**M1 wires**

Supply wires on this layer in grey.
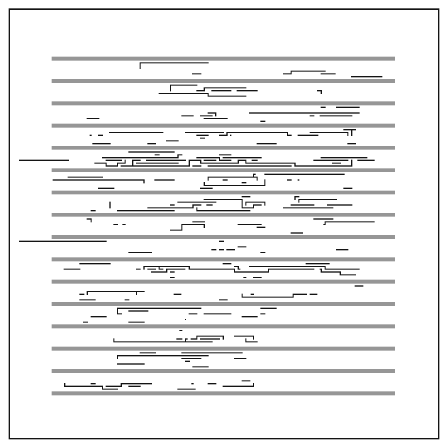
**Met2 routing**

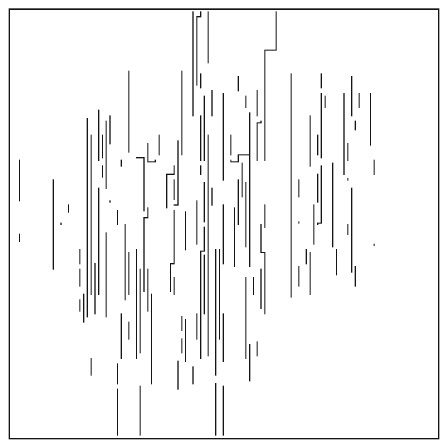
**M3 wires**

Bar = 20 um. Cells faint in the background.
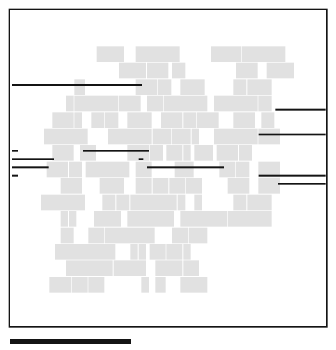
**The clock network**

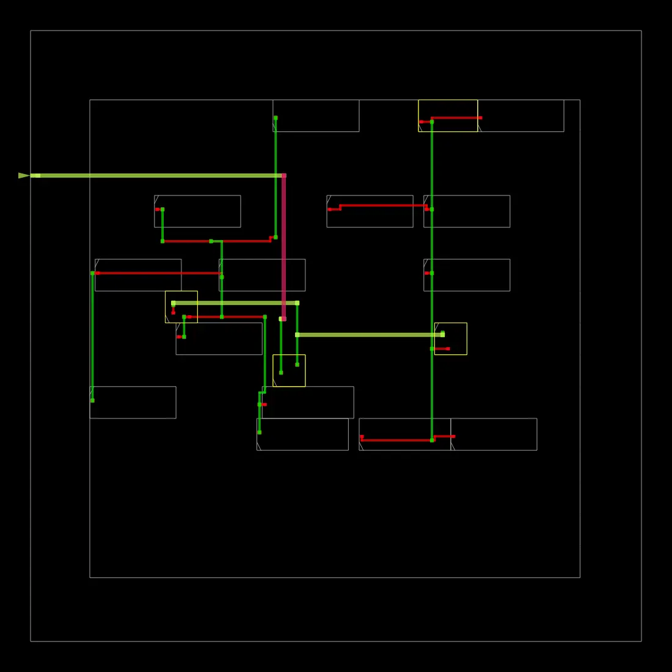
[src/rtl/fifo16_reader_if.sv]
// fifo16_reader_if: bus bundle between fifo16, the reader and the consumer.
// master = reader side; slave = environment (FIFO + downstream).
interface fifo16_reader_if #(
  parameter int DATA_WIDTH = 4,
  parameter int BUF_WIDTH  = 4
);
  logic [DATA_WIDTH-1:0] buf_out;
  logic                  buf_empty;
  logic                  almost_full;
  logic                  almost_empty;
  logic [BUF_WIDTH:0]    fifo_counter;
  logic                  rd_en;
  logic [DATA_WIDTH-1:0] data_out;
  logic                  valid_out;
  logic                  ready_in;
  logic                  wr_pause;

  modport master (
    input  buf_out,
    input  buf_empty,
    input  almost_full,
    input  almost_empty,
    input  fifo_counter,
    input  ready_in,
    output rd_en,
    output data_out,
    output valid_out,
    output wr_pause
  );

  modport slave (
    output buf_out,
    output buf_empty,
    output almost_full,
    output almost_empty,
    output fifo_counter,
    output ready_in,
    input  rd_en,
    input  data_out,
    input  valid_out,
    input  wr_pause
  );
endinterface

[src/rtl/fifo16_reader.sv]
// fifo16_reader: pops fifo16 into a 2-entry skid buffer, valid/ready out.
// Optional FIFO16_READER_CNT_EN adds a 16-bit pop_count output.
module fifo16_reader #(
  parameter int DATA_WIDTH = 4,
  parameter int BUF_WIDTH  = 4
) (
  input  logic        clk,
  input  logic        rst,
  fifo16_reader_if.master bus
`ifdef FIFO16_READER_CNT_EN
  ,
  output logic [15:0] pop_count
`endif
);

  typedef enum logic {
    RUN   = 1'b0,
    PAUSE = 1'b1
  } pstate_e;

  logic [DATA_WIDTH-1:0] skid_q [2];
  logic [DATA_WIDTH-1:0] skid_d [2];
  logic                  head_q;
  logic                  head_d;
  logic [1:0]            skid_cnt_q;
  logic [1:0]            skid_cnt_d;
  logic                  inflight_q;
  logic                  inflight_d;

  pstate_e               pstate_q;
  logic                  wr_pause_q;

  logic                  pop_dn;
  logic                  rd_en;
  logic                  tail;
  logic [2:0]            occ;
  logic                  unused_mon;

  assign unused_mon = ^bus.fifo_counter;

  // occ: skid occupancy after this edge, counting the in-flight word
  always_comb begin
    pop_dn = (skid_cnt_q != 2'd0) && bus.ready_in;
    occ    = {1'b0, skid_cnt_q}
           + {2'b00, inflight_q}
           - {2'b00, pop_dn};
    rd_en  = !rst && !bus.buf_empty
           && (occ < 3'd2);
    tail   = head_q ^ skid_cnt_q[0];

    skid_d = skid_q;
    if (inflight_q) begin
      skid_d[tail] = bus.buf_out;
    end
    head_d     = head_q ^ pop_dn;
    skid_cnt_d = occ[1:0];
    inflight_d = rd_en;
  end

  always_ff @(posedge clk) begin
    if (rst) begin
      skid_q[0]  <= '0;
      skid_q[1]  <= '0;
      head_q     <= 1'b0;
      skid_cnt_q <= 2'd0;
      inflight_q <= 1'b0;
    end else begin
      skid_q[0]  <= skid_d[0];
      skid_q[1]  <= skid_d[1];
      head_q     <= head_d;
      skid_cnt_q <= skid_cnt_d;
      inflight_q <= inflight_d;
    end
  end

  // PAUSE holds while almost_full is still high
  always_ff @(posedge clk) begin
    if (rst) begin
      pstate_q   <= RUN;
      wr_pause_q <= 1'b0;
    end else begin
      unique case (pstate_q)
        RUN: begin
          if (bus.almost_full) begin
            pstate_q   <= PAUSE;
            wr_pause_q <= 1'b1;
          end
        end
        PAUSE: begin
          if (bus.almost_empty
              && !bus.almost_full) begin
            pstate_q   <= RUN;
            wr_pause_q <= 1'b0;
          end
        end
      endcase
    end
  end

`ifdef FIFO16_READER_CNT_EN
  logic [15:0] pop_count_q;
  logic [15:0] pop_count_d;

  always_comb begin
    pop_count_d = pop_count_q + {15'd0, pop_dn};
  end

  always_ff @(posedge clk) begin
    if (rst) begin
      pop_count_q <= 16'd0;
    end else begin
      pop_count_q <= pop_count_d;
    end
  end

  assign pop_count = pop_count_q;
`endif

  assign bus.rd_en     = rd_en;
  assign bus.valid_out = (skid_cnt_q != 2'd0);
  assign bus.data_out  = skid_q[head_q];
  assign bus.wr_pause  = wr_pause_q;

endmodule

[src/flat_wrapper.sv]
// flat-port wrapper written by rule: the top's interface ports become plain ports
module fifo16_reader_flat 
#(
  parameter int DATA_WIDTH = 4,
  parameter int BUF_WIDTH  = 4
)
  (clk, rst, bus_buf_out, bus_buf_empty, bus_almost_full, bus_almost_empty, bus_fifo_counter, bus_ready_in, bus_rd_en, bus_data_out, bus_valid_out, bus_wr_pause);
  fifo16_reader_if #(.DATA_WIDTH(DATA_WIDTH), .BUF_WIDTH(BUF_WIDTH)) bus_i ();
  input  logic clk;
  input  logic rst;
  input wire logic [$bits(bus_i.buf_out)-1:0] bus_buf_out;
  input wire logic [$bits(bus_i.buf_empty)-1:0] bus_buf_empty;
  input wire logic [$bits(bus_i.almost_full)-1:0] bus_almost_full;
  input wire logic [$bits(bus_i.almost_empty)-1:0] bus_almost_empty;
  input wire logic [$bits(bus_i.fifo_counter)-1:0] bus_fifo_counter;
  input wire logic [$bits(bus_i.ready_in)-1:0] bus_ready_in;
  output wire logic [$bits(bus_i.rd_en)-1:0] bus_rd_en;
  output wire logic [$bits(bus_i.data_out)-1:0] bus_data_out;
  output wire logic [$bits(bus_i.valid_out)-1:0] bus_valid_out;
  output wire logic [$bits(bus_i.wr_pause)-1:0] bus_wr_pause;
  assign bus_i.buf_out = bus_buf_out;
  assign bus_i.buf_empty = bus_buf_empty;
  assign bus_i.almost_full = bus_almost_full;
  assign bus_i.almost_empty = bus_almost_empty;
  assign bus_i.fifo_counter = bus_fifo_counter;
  assign bus_i.ready_in = bus_ready_in;
  assign bus_rd_en = bus_i.rd_en;
  assign bus_data_out = bus_i.data_out;
  assign bus_valid_out = bus_i.valid_out;
  assign bus_wr_pause = bus_i.wr_pause;
  fifo16_reader #(.DATA_WIDTH(DATA_WIDTH), .BUF_WIDTH(BUF_WIDTH)) u_core (.clk(clk), .rst(rst), .bus(bus_i));
endmodule
[config.mk]
export PLATFORM = sky130hd
export DESIGN_NAME = fifo16_reader_flat
export DESIGN_NICKNAME = d
export VERILOG_FILES = /design/src/rtl/fifo16_reader_if.sv /design/src/rtl/fifo16_reader.sv /design/src/flat_wrapper.sv
export SDC_FILE = /design/constraint.sdc
export NUM_CORES = 1
export LEC_CHECK = 0
export CAP_MARGIN = 20
export CORE_MARGIN = 5
export CORE_UTILIZATION = 39
export CTS_CLUSTER_SIZE = 30
export DETAILED_ROUTE_END_ITERATION = 8
export PLACE_DENSITY = 0.71
export RECOVER_POWER = 50
export SLEW_MARGIN = 5
export SYNTH_ARGS = -nofsm -noshare
export SYNTH_HDL_FRONTEND = slang
export SYNTH_SLANG_ARGS = --single-unit
[constraint.sdc]
create_clock -name clk -period 2.15 [get_ports clk]
set_input_delay 0.5375 -clock clk [delete_from_list [all_inputs] [get_ports clk]]
set_output_delay 0.5375 -clock clk [all_outputs]
set_load 0.02 [all_outputs]
==> results.sh <==
# flow metrics
export IMPL_log_warning_count=34
export IMPL_ys_flops=14
export IMPL_p_leak_nw=0.514
export IMPL_maxCapViolations=0
export IMPL_setup_viol=1
export IMPL_cts_sinks=14
export IMPL_cts_root_buffer="clkbuf_4"
export IMPL_setup_slack_ns=-0.532
export IMPL_largestPowerGroup="combinational logic"
export IMPL_crit_required_ns=1.61
export IMPL_grt_pass1_wl_um=2430
export IMPL_fp_dieH_um=52.2
export IMPL_grt_pass1_vias=604
export IMPL_slowest_stage="fa_2"
export IMPL_core_area_um2=1710
export IMPL_worst_pin_slew_ns=0.235
export IMPL_n_antenna_cell=0
export IMPL_drcViolationCount=0
export IMPL_power_density_nw_per_um2=1070
export IMPL_path_cells="o21a_1 -> ha_1 -> inv_1 -> ha_2 -> fa_2 -> nor4_4 -> buf_4"
export IMPL_power_share_sequential=0.312
export IMPL_grt_overflow_total=0
export IMPL_outcome="complete, but fails checks"
export IMPL_violations="negative setup slack"
export IMPL_fmax_mhz=373
export IMPL_switching_share=0.324
export IMPL_min_path_type="reg -> reg"
export IMPL_cp_top_family="adder cells"
export IMPL_drv_slew=0
export IMPL_ant_nets=0
export IMPL_avgRoutedWirePerCell_um=11.1
export IMPL_ff_type="dfxtp_1"
export IMPL_io_pins=22
export IMPL_ys_async_sr_fraction=0
export IMPL_peakVddDrop_mv=0.664
export IMPL_die_w_um=52.2
Notes on 'M1 wires' above:
101 nets have wire on it. The wires run mostly horizontal. The longest straight run is 13.3 um. The layer carries 554 um of wire. The layer holds 40% of the routed length.
via count: 548
GR Layer Usage met1: 0.125
final wirelength: 1370 um

Notes on 'met2 routing' above:
98 nets have wire on it. The layer carries 712 um of wire. The wires run mostly vertical.

Notes on 'M3 wires' above:
10 nets have wire on it. The layer carries 95.5 um of wire. The longest straight run is 21.2 um. The wires run mostly horizontal. The layer holds 7.0% of the routed length.

Notes on 'the clock network' above:
Max Clock Skew: 0.00789 ns
power of the clock network: 0.187 mW

worst paths after layout:
path	endpoint	slack, ns	from	cells past startpoint
hold reg to reg	u_core.skid_q[7]	0.48	u_core.skid_q[7]	2
setup / recovery	bus_rd_en	-0.53	u_core.skid_cnt_q[1]	7
hold / removal	u_core.skid_q[7]	0.48	u_core.skid_q[7]	2
setup reg to reg	u_core.inflight_q	0.17	u_core.skid_cnt_q[1]	8
through the flow:
stage	utilization	hold slack [ns]	cell area [um2]	setup WS, ns	instances
finish	0.612	0.478	1050	-0.532	124
global route	0.612	0.508	1050	-0.672	124
CTS	0.598	0.481	1020	-0.599	125
detailed placement	0.563	0.465	962	-1.30	119
global placement	0.563	0.460	962	-1.26	119
floorplan	-	0.445	708	-0.359	70
state kept, by name (all words and copies together), names as in the netlist:
name and count:
u_core.pstate_q 1, u_core.head_q 1, u_core.skid_cnt_q 2, u_core.bus.wr_pause 1, u_core.skid_q 8, u_core.inflight_q 1
routing by layer:
layer / vias up / share of wire / global-route usage
met5: - / 0 / 0
met4: 0 / 0.0087 / 0.0383
met3: 2 / 0.069 / 0.0688
met2: 13 / 0.52 / 0.220
met1: 249 / 0.40 / 0.125
li1: 284 / - / -
repair_timing:
item / 4_1_cts / 5_1_grt
hold buffers: 0 / 0
pin swaps: 5 / 6
buffers inserted: 2 / 1
resized: 14 / 8
endpoints found under the setup margin: 7 / 6
kinds of logic after synthesis:
logic type | share of synthesized area
xor+xnor | 0.0506
mux | 0.181
fa+ha+maj | 0.0650
buf+inv | 0.0559
compound gates | 0.0271
flops | 0.404
simple gates | 0.217
area by class of cell:
class                   count  area (um2)
clock buffers               4        36.3
fillers                   157         662
inverters                   5        18.8
multi-input cells          48         419
flip-flops and latches     14         284
well taps                  25        31.3
repair buffers             28         256
Power is estimated from default activity; no workload was simulated.
